**config.mk**
```make
export PLATFORM = sky130hd
export DESIGN_NAME = dram_port_arbiter_flat
export DESIGN_NICKNAME = d
export VERILOG_FILES = /design/src/rtl/dram_port_arbiter_if.sv /design/src/rtl/dram_port_arbiter.sv /design/src/flat_wrapper.sv
export SDC_FILE = /design/constraint.sdc
export NUM_CORES = 1
export LEC_CHECK = 0
export CAP_MARGIN = 10
export CELL_PAD_IN_SITES_DETAIL_PLACEMENT = 1
export CELL_PAD_IN_SITES_GLOBAL_PLACEMENT = 2
export CORE_MARGIN = 3
export CORE_UTILIZATION = 26
export DETAILED_ROUTE_END_ITERATION = 10
export PLACE_DENSITY = 0.87
export SLEW_MARGIN = 20
export SYNTH_ARGS = -nofsm -noshare
export SYNTH_HDL_FRONTEND = slang
export SYNTH_SLANG_ARGS = --single-unit
```
**constraint.sdc**
```tcl
create_clock -name CLK -period 3.23 [get_ports CLK]
set_input_delay 0.4845 -clock CLK [delete_from_list [all_inputs] [get_ports CLK]]
set_output_delay 0.4845 -clock CLK [all_outputs]
set_load 0.01 [all_outputs]
```
**src/rtl/dram_port_arbiter_if.sv**
```systemverilog
// Lane and RAM bus bundle for dram_port_arbiter.
// slave = arbiter side, master = pipeline/RAM side.
interface dram_port_arbiter_if #(
  parameter int ADDR_W = 12,
  parameter int DATA_W = 32,
  parameter int CNT_W  = 16
);
  logic              CS1;
  logic              CS2;
  logic              R_W1;
  logic              R_W2;
  logic [31:0]       Addr1;
  logic [31:0]       Addr2;
  logic [DATA_W-1:0] Data1in;
  logic [DATA_W-1:0] Data2in;
  logic              STALL;
  logic [DATA_W-1:0] Data1out;
  logic [DATA_W-1:0] Data2out;
  logic              RVALID1;
  logic              RVALID2;
  logic              MISALIGN;
  logic [CNT_W-1:0]  STALL_CNT;
  logic              ram_cs;
  logic              ram_rw;
  logic [ADDR_W-1:0] ram_addr;
  logic [DATA_W-1:0] ram_wdata;
  logic [DATA_W-1:0] ram_rdata;

  modport slave (
    input  CS1, CS2, R_W1, R_W2,
    input  Addr1, Addr2, Data1in, Data2in,
    input  ram_rdata,
    output STALL, Data1out, Data2out,
    output RVALID1, RVALID2, MISALIGN,
    output STALL_CNT,
    output ram_cs, ram_rw, ram_addr, ram_wdata
  );

  modport master (
    output CS1, CS2, R_W1, R_W2,
    output Addr1, Addr2, Data1in, Data2in,
    output ram_rdata,
    input  STALL, Data1out, Data2out,
    input  RVALID1, RVALID2, MISALIGN,
    input  STALL_CNT,
    input  ram_cs, ram_rw, ram_addr, ram_wdata
  );
endinterface

```
**src/rtl/dram_port_arbiter.sv**
```systemverilog
// Dual-lane arbiter for one single-port sync-read data RAM.
// Option: DRAM_ARB_FWD_EN forwards lane-1 store data to a same-word lane-2 load.
module dram_port_arbiter #(
  parameter int ADDR_W = 12,
  parameter int DATA_W = 32,
  parameter int CNT_W  = 16
) (
  input  logic CLK,
  input  logic RST_N,
  dram_port_arbiter_if.slave bus
);

  typedef enum logic {IDLE, REPLAY2} state_t;

  state_t            state_q, state_d;
  logic              pend_rw_q;
  logic              pend_mis_q;
  logic [ADDR_W-1:0] pend_addr_q;
  logic [DATA_W-1:0] pend_data_q;
  logic              rv1_q, rv2_q, fwd_q, mis_q;
  logic [DATA_W-1:0] d1_q, d2_q;
  logic [CNT_W-1:0]  cnt_q;

  logic              mis1, mis2, fwd;
  logic [ADDR_W-1:0] wa1, wa2;
  logic              cs_c, rw_c, stall_c;
  logic [ADDR_W-1:0] addr_c;
  logic [DATA_W-1:0] wdata_c;
  logic              cap, rd1, rd2, mis_c, fwd_go;
  logic              unused_addr_hi;

  assign mis1 = |bus.Addr1[1:0];
  assign mis2 = |bus.Addr2[1:0];
  assign wa1  = bus.Addr1[ADDR_W+1:2];
  assign wa2  = bus.Addr2[ADDR_W+1:2];
  assign unused_addr_hi = ^{bus.Addr1[31:ADDR_W+2],
                            bus.Addr2[31:ADDR_W+2]};

`ifdef DRAM_ARB_FWD_EN
  assign fwd = bus.CS1 & bus.CS2 & ~bus.R_W1 & bus.R_W2 &
               ~mis1 & ~mis2 & (wa1 == wa2);
`else
  assign fwd = 1'b0;
`endif

  // Next state, RAM drive and per-cycle access decode
  always_comb begin
    state_d = state_q;
    cs_c    = 1'b0;
    rw_c    = 1'b1;
    addr_c  = '0;
    wdata_c = '0;
    stall_c = 1'b0;
    cap     = 1'b0;
    rd1     = 1'b0;
    rd2     = 1'b0;
    mis_c   = 1'b0;
    fwd_go  = 1'b0;
    unique case (state_q)
      IDLE: begin
        if (bus.CS1) begin
          mis_c = mis1;
          if (!mis1) begin
            cs_c    = 1'b1;
            rw_c    = bus.R_W1;
            addr_c  = wa1;
            wdata_c = bus.R_W1 ? '0 : bus.Data1in;
            rd1     = bus.R_W1;
          end
        end
        if (bus.CS2) begin
          if (fwd) begin
            fwd_go = 1'b1;
          end else if (bus.CS1) begin
            cap     = 1'b1;
            stall_c = 1'b1;
            state_d = REPLAY2;
          end else begin
            mis_c = mis2;
            if (!mis2) begin
              cs_c    = 1'b1;
              rw_c    = bus.R_W2;
              addr_c  = wa2;
              wdata_c = bus.R_W2 ? '0 : bus.Data2in;
              rd2     = bus.R_W2;
            end
          end
        end
      end
      REPLAY2: begin
        state_d = IDLE;
        mis_c   = pend_mis_q;
        if (!pend_mis_q) begin
          cs_c    = 1'b1;
          rw_c    = pend_rw_q;
          addr_c  = pend_addr_q;
          wdata_c = pend_rw_q ? '0 : pend_data_q;
          rd2     = pend_rw_q;
        end
      end
    endcase
    if (!RST_N) begin
      cs_c    = 1'b0;
      rw_c    = 1'b1;
      addr_c  = '0;
      wdata_c = '0;
      stall_c = 1'b0;
    end
  end

  // State register
  always_ff @(posedge CLK or negedge RST_N) begin
    if (!RST_N) state_q <= IDLE;
    else        state_q <= state_d;
  end

  // Capture the colliding lane-2 access for replay
  always_ff @(posedge CLK or negedge RST_N) begin
    if (!RST_N) begin
      pend_rw_q   <= 1'b0;
      pend_mis_q  <= 1'b0;
      pend_addr_q <= '0;
      pend_data_q <= '0;
    end else if (cap) begin
      pend_rw_q   <= bus.R_W2;
      pend_mis_q  <= mis2;
      pend_addr_q <= wa2;
      pend_data_q <= bus.Data2in;
    end
  end

  // Read-return pulses and held read data
  always_ff @(posedge CLK or negedge RST_N) begin
    if (!RST_N) begin
      rv1_q <= 1'b0;
      rv2_q <= 1'b0;
      fwd_q <= 1'b0;
      mis_q <= 1'b0;
      d1_q  <= '0;
      d2_q  <= '0;
    end else begin
      rv1_q <= rd1;
      rv2_q <= rd2;
      fwd_q <= fwd_go;
      mis_q <= mis_c;
      if (rv1_q) d1_q <= bus.ram_rdata;
      if (fwd_go)     d2_q <= bus.Data1in;
      else if (rv2_q) d2_q <= bus.ram_rdata;
    end
  end

  // Saturating collision-stall counter
  always_ff @(posedge CLK or negedge RST_N) begin
    if (!RST_N)                 cnt_q <= '0;
    else if (cap && ~&cnt_q)    cnt_q <= cnt_q + 1'b1;
  end

  assign bus.STALL     = stall_c;
  assign bus.ram_cs    = cs_c;
  assign bus.ram_rw    = rw_c;
  assign bus.ram_addr  = addr_c;
  assign bus.ram_wdata = wdata_c;
  assign bus.Data1out  = rv1_q ? bus.ram_rdata : d1_q;
  assign bus.Data2out  = rv2_q ? bus.ram_rdata : d2_q;
  assign bus.RVALID1   = rv1_q;
  assign bus.RVALID2   = rv2_q | fwd_q;
  assign bus.MISALIGN  = mis_q;
  assign bus.STALL_CNT = cnt_q;

endmodule

```
**src/flat_wrapper.sv**
```systemverilog
// flat-port wrapper written by rule: the top's interface ports become plain ports
module dram_port_arbiter_flat 
#(
  parameter int ADDR_W = 12,
  parameter int DATA_W = 32,
  parameter int CNT_W  = 16
)
  (CLK, RST_N, bus_CS1, bus_CS2, bus_R_W1, bus_R_W2, bus_Addr1, bus_Addr2, bus_Data1in, bus_Data2in, bus_ram_rdata, bus_STALL, bus_Data1out, bus_Data2out, bus_RVALID1, bus_RVALID2, bus_MISALIGN, bus_STALL_CNT, bus_ram_cs, bus_ram_rw, bus_ram_addr, bus_ram_wdata);
  dram_port_arbiter_if #(.ADDR_W(ADDR_W), .DATA_W(DATA_W), .CNT_W(CNT_W)) bus_i ();
  input  logic CLK;
  input  logic RST_N;
  input wire logic [$bits(bus_i.CS1)-1:0] bus_CS1;
  input wire logic [$bits(bus_i.CS2)-1:0] bus_CS2;
  input wire logic [$bits(bus_i.R_W1)-1:0] bus_R_W1;
  input wire logic [$bits(bus_i.R_W2)-1:0] bus_R_W2;
  input wire logic [$bits(bus_i.Addr1)-1:0] bus_Addr1;
  input wire logic [$bits(bus_i.Addr2)-1:0] bus_Addr2;
  input wire logic [$bits(bus_i.Data1in)-1:0] bus_Data1in;
  input wire logic [$bits(bus_i.Data2in)-1:0] bus_Data2in;
  input wire logic [$bits(bus_i.ram_rdata)-1:0] bus_ram_rdata;
  output wire logic [$bits(bus_i.STALL)-1:0] bus_STALL;
  output wire logic [$bits(bus_i.Data1out)-1:0] bus_Data1out;
  output wire logic [$bits(bus_i.Data2out)-1:0] bus_Data2out;
  output wire logic [$bits(bus_i.RVALID1)-1:0] bus_RVALID1;
  output wire logic [$bits(bus_i.RVALID2)-1:0] bus_RVALID2;
  output wire logic [$bits(bus_i.MISALIGN)-1:0] bus_MISALIGN;
  output wire logic [$bits(bus_i.STALL_CNT)-1:0] bus_STALL_CNT;
  output wire logic [$bits(bus_i.ram_cs)-1:0] bus_ram_cs;
  output wire logic [$bits(bus_i.ram_rw)-1:0] bus_ram_rw;
  output wire logic [$bits(bus_i.ram_addr)-1:0] bus_ram_addr;
  output wire logic [$bits(bus_i.ram_wdata)-1:0] bus_ram_wdata;
  assign bus_i.CS1 = bus_CS1;
  assign bus_i.CS2 = bus_CS2;
  assign bus_i.R_W1 = bus_R_W1;
  assign bus_i.R_W2 = bus_R_W2;
  assign bus_i.Addr1 = bus_Addr1;
  assign bus_i.Addr2 = bus_Addr2;
  assign bus_i.Data1in = bus_Data1in;
  assign bus_i.Data2in = bus_Data2in;
  assign bus_i.ram_rdata = bus_ram_rdata;
  assign bus_STALL = bus_i.STALL;
  assign bus_Data1out = bus_i.Data1out;
  assign bus_Data2out = bus_i.Data2out;
  assign bus_RVALID1 = bus_i.RVALID1;
  assign bus_RVALID2 = bus_i.RVALID2;
  assign bus_MISALIGN = bus_i.MISALIGN;
  assign bus_STALL_CNT = bus_i.STALL_CNT;
  assign bus_ram_cs = bus_i.ram_cs;
  assign bus_ram_rw = bus_i.ram_rw;
  assign bus_ram_addr = bus_i.ram_addr;
  assign bus_ram_wdata = bus_i.ram_wdata;
  dram_port_arbiter #(.ADDR_W(ADDR_W), .DATA_W(DATA_W), .CNT_W(CNT_W)) u_core (.CLK(CLK), .RST_N(RST_N), .bus(bus_i));
endmodule
```
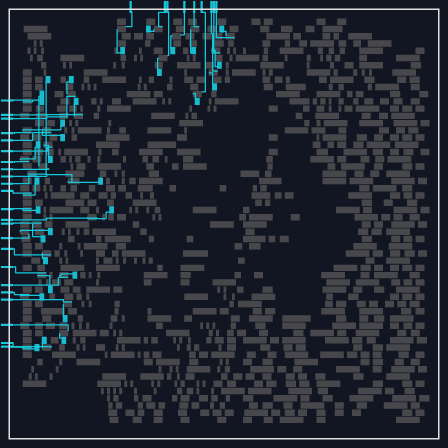
Figure 1: wires at chosen ports, followed through buffers.
legend:
  bus_ram_wdata:
    color: cyan
    direction: output
    edge: 23 left, 9 top
    end_cells: 32
    buffers: 32
    wire: 801 um
Port Buf Inserts: 259
IO Pins: 296

==> flow_summary.json <==
{
  "cts_num_sinks": 130,
  "drtIter0Drc": 200,
  "use_met3_pct": 5.83,
  "cts_buffer_depth": 2,
  "grt_pass1_wl_mm": 33.9,
  "dp_hpwl_mm": 15.3,
  "grt_antenna_before_repair": 2,
  "highest_layer": "met5",
  "reg2reg_from": "u_core.state_q",
  "met2_length_mm": 9.90,
  "top_usage_layer": "met2",
  "yosysWarnings": 0,
  "postLayoutCellArea_um2": 9900,
  "fin_setup_tns_ns": 0,
  "warnings": 63,
  "drive_gt1_share_pct": 15.8,
  "endpoint_kind": "primary output",
  "htreeDepth": 4,
  "chip_area_um2": 25900,
  "fin_nets": 1028,
  "rsz0062_at_grt": "yes",
  "finalNonFillerCells": 1193,
  "outcome": "finished, final reports clean",
  "die_h_um": 161,
  "finClkSkew_ns": 0.0116,
  "comb_power_w": 0.00177,
  "std_cell_rows": 56,
  "postCtsSetupBuffers": 0,
  "period_needed_ns": 3.14,
  "fp_util_pct": 26.5,
  "worst-path-max-fanout": 12,
  "slew_headroom_pct": 50.2,
  "fmax_mhz": 319,
  "start_kind": "primary input",
  "vias_per_cell": 4.66,
  "fillCellCount": 2630,
  "register_area_um2": 3250,
  "cts.clk_slew.worst_paths_ns": 0.06,
  "powerClk_w": 0.00198,
  "path_cells": "clkdlybuf4s50_1 > or2_2 > nor3_4 > buf_4 > a211oi_1 > nor3_1 > clkdlybuf4s50_1",
  "worstRegToRegCells": 4,
  "power.density_nw_per_um2": 599,
  "comb-cell-share_pct": 28.1,
  "die_w_um": 161,
  "worstPathArrival_ns": 2.65,
  "fin_crit_sh_pct": 97.1,
  "final_max_slew_viol_count": 0,
  "finalPower_w": 0.00593,
  "fp_nets": 765,
  "yosys_cells": 598,
  "async_flop_share_pct": 100,
  "grt_use_met1_pct": 20.9,
  "syn_inst": 598,
  "power_leader": "registers",
  "clock_buffers": 18,
  "track_usage_pct": 16.3,
  "cap_violations": 0,
  "cts_resized": 0,
  "clockRootBuffer": "clkbuf_16",
  "yosysSeqAreaShare_pct": 52.2,
  "detail_route.wl_per_cell_um": 17.8,
  "synthDistinctLibCells": 45,
  "switching_share_pct": 29.2,
  "ys.flops": 130,
  "synth-edff-count": 0,
  "endpoint": "bus_ram_wdata[31]"
}
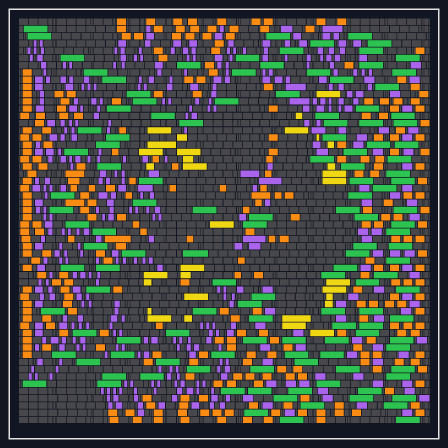
Figure 2: cell classes on the final placement.
Fill, decap, tap and diode cells in gray.
legend:
  remaining logic cells:
    color: purple
    cells: 424
    share_of_their_area: 29%
  remaining buffers and delay cells:
    color: orange
    cells: 288
    share_of_their_area: 30%
  clock drivers and dummy loads:
    color: yellow
    cells: 32
    share_of_their_area: 6.3%
  registers:
    color: green
    cells: 130
    share_of_their_area: 34%
Core Footprint: 23,500 um^2
Layout Utilization: 42.1%

-- cells by family (layout without fill, tap and decap cells) --
family,count (synthesis),after routing,synth area share [%]
AND/OR/NAND/NOR,277,277,22.7
buffers and inverters,45,321,3.21
adder cells (fa/ha/maj),1,1,0.201
XOR/XNOR,13,13,1.83
flip-flops,130,130,52.2
multiplexers,67,67,12.2
AND-OR/OR-AND,65,65,7.73
-- registers in the layout, summed over array words and instances, names as in the netlist --
register              count
u_core.pend_rw_q          1
u_core.d2_q              32
u_core.bus.STALL_CNT     16
u_core.pend_data_q       32
u_core.d1_q              32
u_core.state_q            1
u_core.bus.RVALID1        1
u_core.bus.MISALIGN       1
u_core.pend_mis_q         1
u_core.pend_addr_q       12
u_core.rv2_q              1
